==> config.mk <==
export PLATFORM = sky130hd
export DESIGN_NAME = multi_dataflow_core_flat
export DESIGN_NICKNAME = d
export VERILOG_FILES = /design/src/rtl/multi_dataflow_core_if.sv /design/src/rtl/multi_dataflow_core.sv /design/src/flat_wrapper.sv
export SDC_FILE = /design/constraint.sdc
export NUM_CORES = 2
export LEC_CHECK = 0
export CAP_MARGIN = 0
export CORE_ASPECT_RATIO = 0.6
export CORE_MARGIN = 2
export CORE_UTILIZATION = 55
export CTS_CLUSTER_SIZE = 8
export DETAILED_ROUTE_END_ITERATION = 16
export HOLD_SLACK_MARGIN = 0.12
export PLACE_DENSITY_LB_ADDON = 0.2
export RECOVER_POWER = 100
export SLEW_MARGIN = 5
export SYNTH_ARGS = -nofsm -noshare
export SYNTH_HDL_FRONTEND = slang
export SYNTH_SLANG_ARGS = --single-unit
==> constraint.sdc <==
create_clock -name ap_clk -period 10.15 [get_ports ap_clk]
set_clock_uncertainty 0.15 [all_clocks]
set_input_delay 2.03 -clock ap_clk [delete_from_list [all_inputs] [get_ports ap_clk]]
set_output_delay 2.03 -clock ap_clk [all_outputs]
set_load 0.01 [all_outputs]
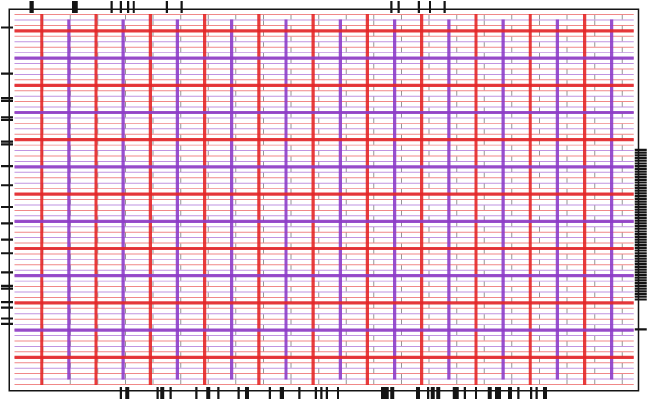
(images/floorplan.png)
(2 px per µm) Pins as bars on the die edge. Tap cells in grey.
VSS: shown in red. VDD: shown in purple.
69 met1 rails follow the rows. The core has 68 rows.
CORE AREA: 0.0573 mm²
chip height: 190 µm
die width: 314 µm

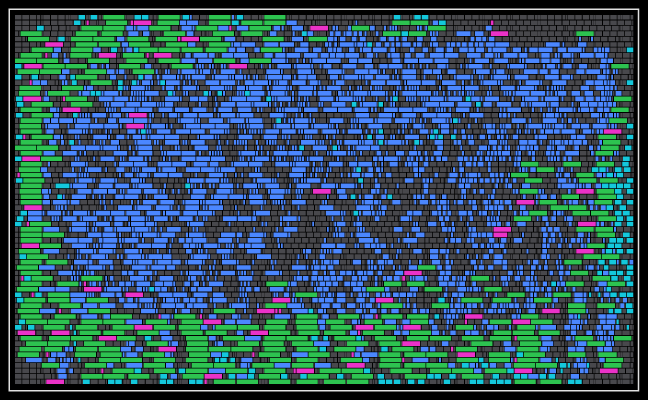
(images/class_map.png)
(2 px per µm) Fill, decap, tap and diode cells in grey.
registers: shown in green, cells 338. remaining buffers and delay cells: shown in cyan, cells 215. clock drivers and dummy loads: shown in magenta, cells 84. remaining logic cells: shown in blue, cells 2,568.
site row count: 68
Util after Layout: 0.618
Design Area, Final: 0.0354 mm²
sequential cell area share: 0.276

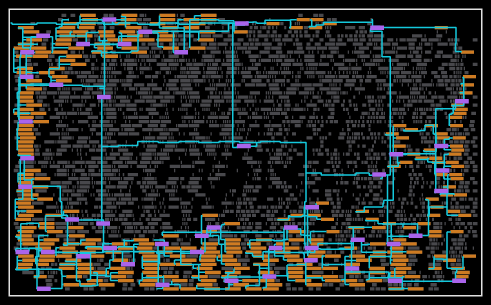
(images/clock_wires.png)
(1.5 px per µm)
flip-flops: shown in orange, count 338. clock-net drivers: shown in purple, count 48. clock wires: shown in cyan, length 4,850 µm.
Position of the flops: spread over the die. There are 49 routed clock nets.
Clk Latency, worst-skew pair: 600 ps

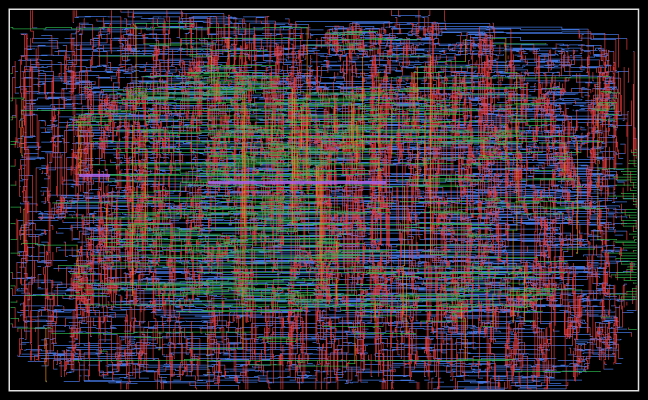
(images/layers.png)
(2 px per µm)
M5: shown in purple, wire length 101 µm. M2: shown in red, wire length 39.7 mm. M4: shown in orange, wire length 2,010 µm. M3: shown in green, wire length 14,600 µm. M1: shown in blue, wire length 44.8 mm.
Overall Global Routing Usage: 0.353
DRT Wirelength: 101 mm
DR WL/cell: 25.5 µm

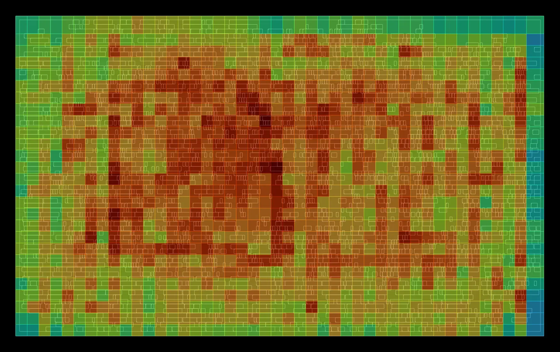
(images/congestion_map.png)
met2 Use GR: 0.473
met3 usage in global routing: 0.143
met1 usage: 0.534
grt peak-use layer: met1

==> flow_summary.json <==
{
  "ys_area_mm2": 0.0317,
  "hold_viol": 0,
  "max-slew-margin-rel": -2.20,
  "violations": "max-capacitance violations, max-slew violations",
  "synth.distinct_cells": 78,
  "cpPeakStageDelay_ps": 870,
  "startpoint_type": "flip-flop",
  "crit_slowest_cell": "clkinv_1",
  "cp_num_buf_inv": 4,
  "end_kind": "flip-flop",
  "core_util_floorplan": 0.554,
  "worst_slack_ps": 531,
  "dp_slack_ps": 891,
  "yosys.area.top_type_share": 0.259,
  "ys_ff": 338,
  "place_congestion": 1.03,
  "common_cells": "461 x inv_1, 410 x fa_1, 359 x nor2_1",
  "first_pass_iters": 6,
  "cts_root_buf": "clkbuf_16",
  "fin_crit_sh": 0.948,
  "regToRegSetupSlack_ps": 530,
  "status": "finished with violations",
  "crit_cells": 25,
  "finalSetupViolations": 0,
  "cp_common_cell": "ha_1",
  "clockBufferDepth": 3,
  "cp.arrival_ps": 9940,
  "finalMaxSlewViolations": 447,
  "drc": 0,
  "grt_max_degree": 73,
  "ys.flop_type": "edfxtp_1",
  "edf_count": 256,
  "place_hpwl_mm": 80.5,
  "maxCapViolations": 12,
  "antenna_found_initial": 3,
  "synthCells": 3035
}
## layout make-up
class                           count  area, µm²  share of cell area
Inverter                          489       1840              0.0520
Multi-Input combinational cell   2079      19500               0.551
Antenna cell                        1       2.50           0.0000707
Tap cell                          770        963              0.0272
Timing Repair Buffer              215       1940              0.0548
Sequential cell                   338       9750               0.276
Clock buffer                       81       1350              0.0381
Clock inverter                      3       30.0            0.000849
## layer usage
layer | share of wire | up-vias | global-route usage
li1 | - | 10100 | -
met1 | 0.44 | 11800 | 0.534
met4 | 0.020 | 4 | 0.0721
met2 | 0.39 | 1334 | 0.473
met3 | 0.14 | 146 | 0.143
met5 | 0.0010 | - | 0.0106
## cells in the final DEF (no fill, tap or decap), drive strengths merged, types with 10 or more instances in the layout
cell type | Yosys | routed
edfxtp | 256 | 256
mux2 | 43 | 43
buf | 39 | 58
nor3 | 20 | 20
a221oi | 15 | 15
fa | 410 | 410
mux2i | 45 | 45
o22ai | 10 | 10
inv | 485 | 486
mux4 | 23 | 23
a21o | 36 | 36
xor2 | 29 | 29
dfrtp | 80 | 80
ha | 199 | 199
nor2 | 359 | 359
clkbuf | 90 | 94
o31ai | 11 | 11
nand3 | 17 | 17
nand2b | 13 | 13
and3 | 10 | 10
a22o | 10 | 10
a21oi | 95 | 95
dlygate4sd3 | 0 | 135
o21ai | 116 | 116
o21bai | 22 | 22
nand2 | 356 | 356
and2 | 20 | 20
xnor2 | 94 | 94
## worst min-delay path: stages, from the launching register on
cell	delay, ps
dfrtp_1	330
nand2_1	50
o21ai_0	60
## kinds of logic after synthesis
logic type | share of synthesized area
and+or+nand+nor | 0.108
buffers and inverters | 0.0778
adders and majority gates | 0.337
AOI/OAI and AO/OA | 0.0877
DFF | 0.307
xor gates and xnor gates | 0.0340
muxes | 0.0475
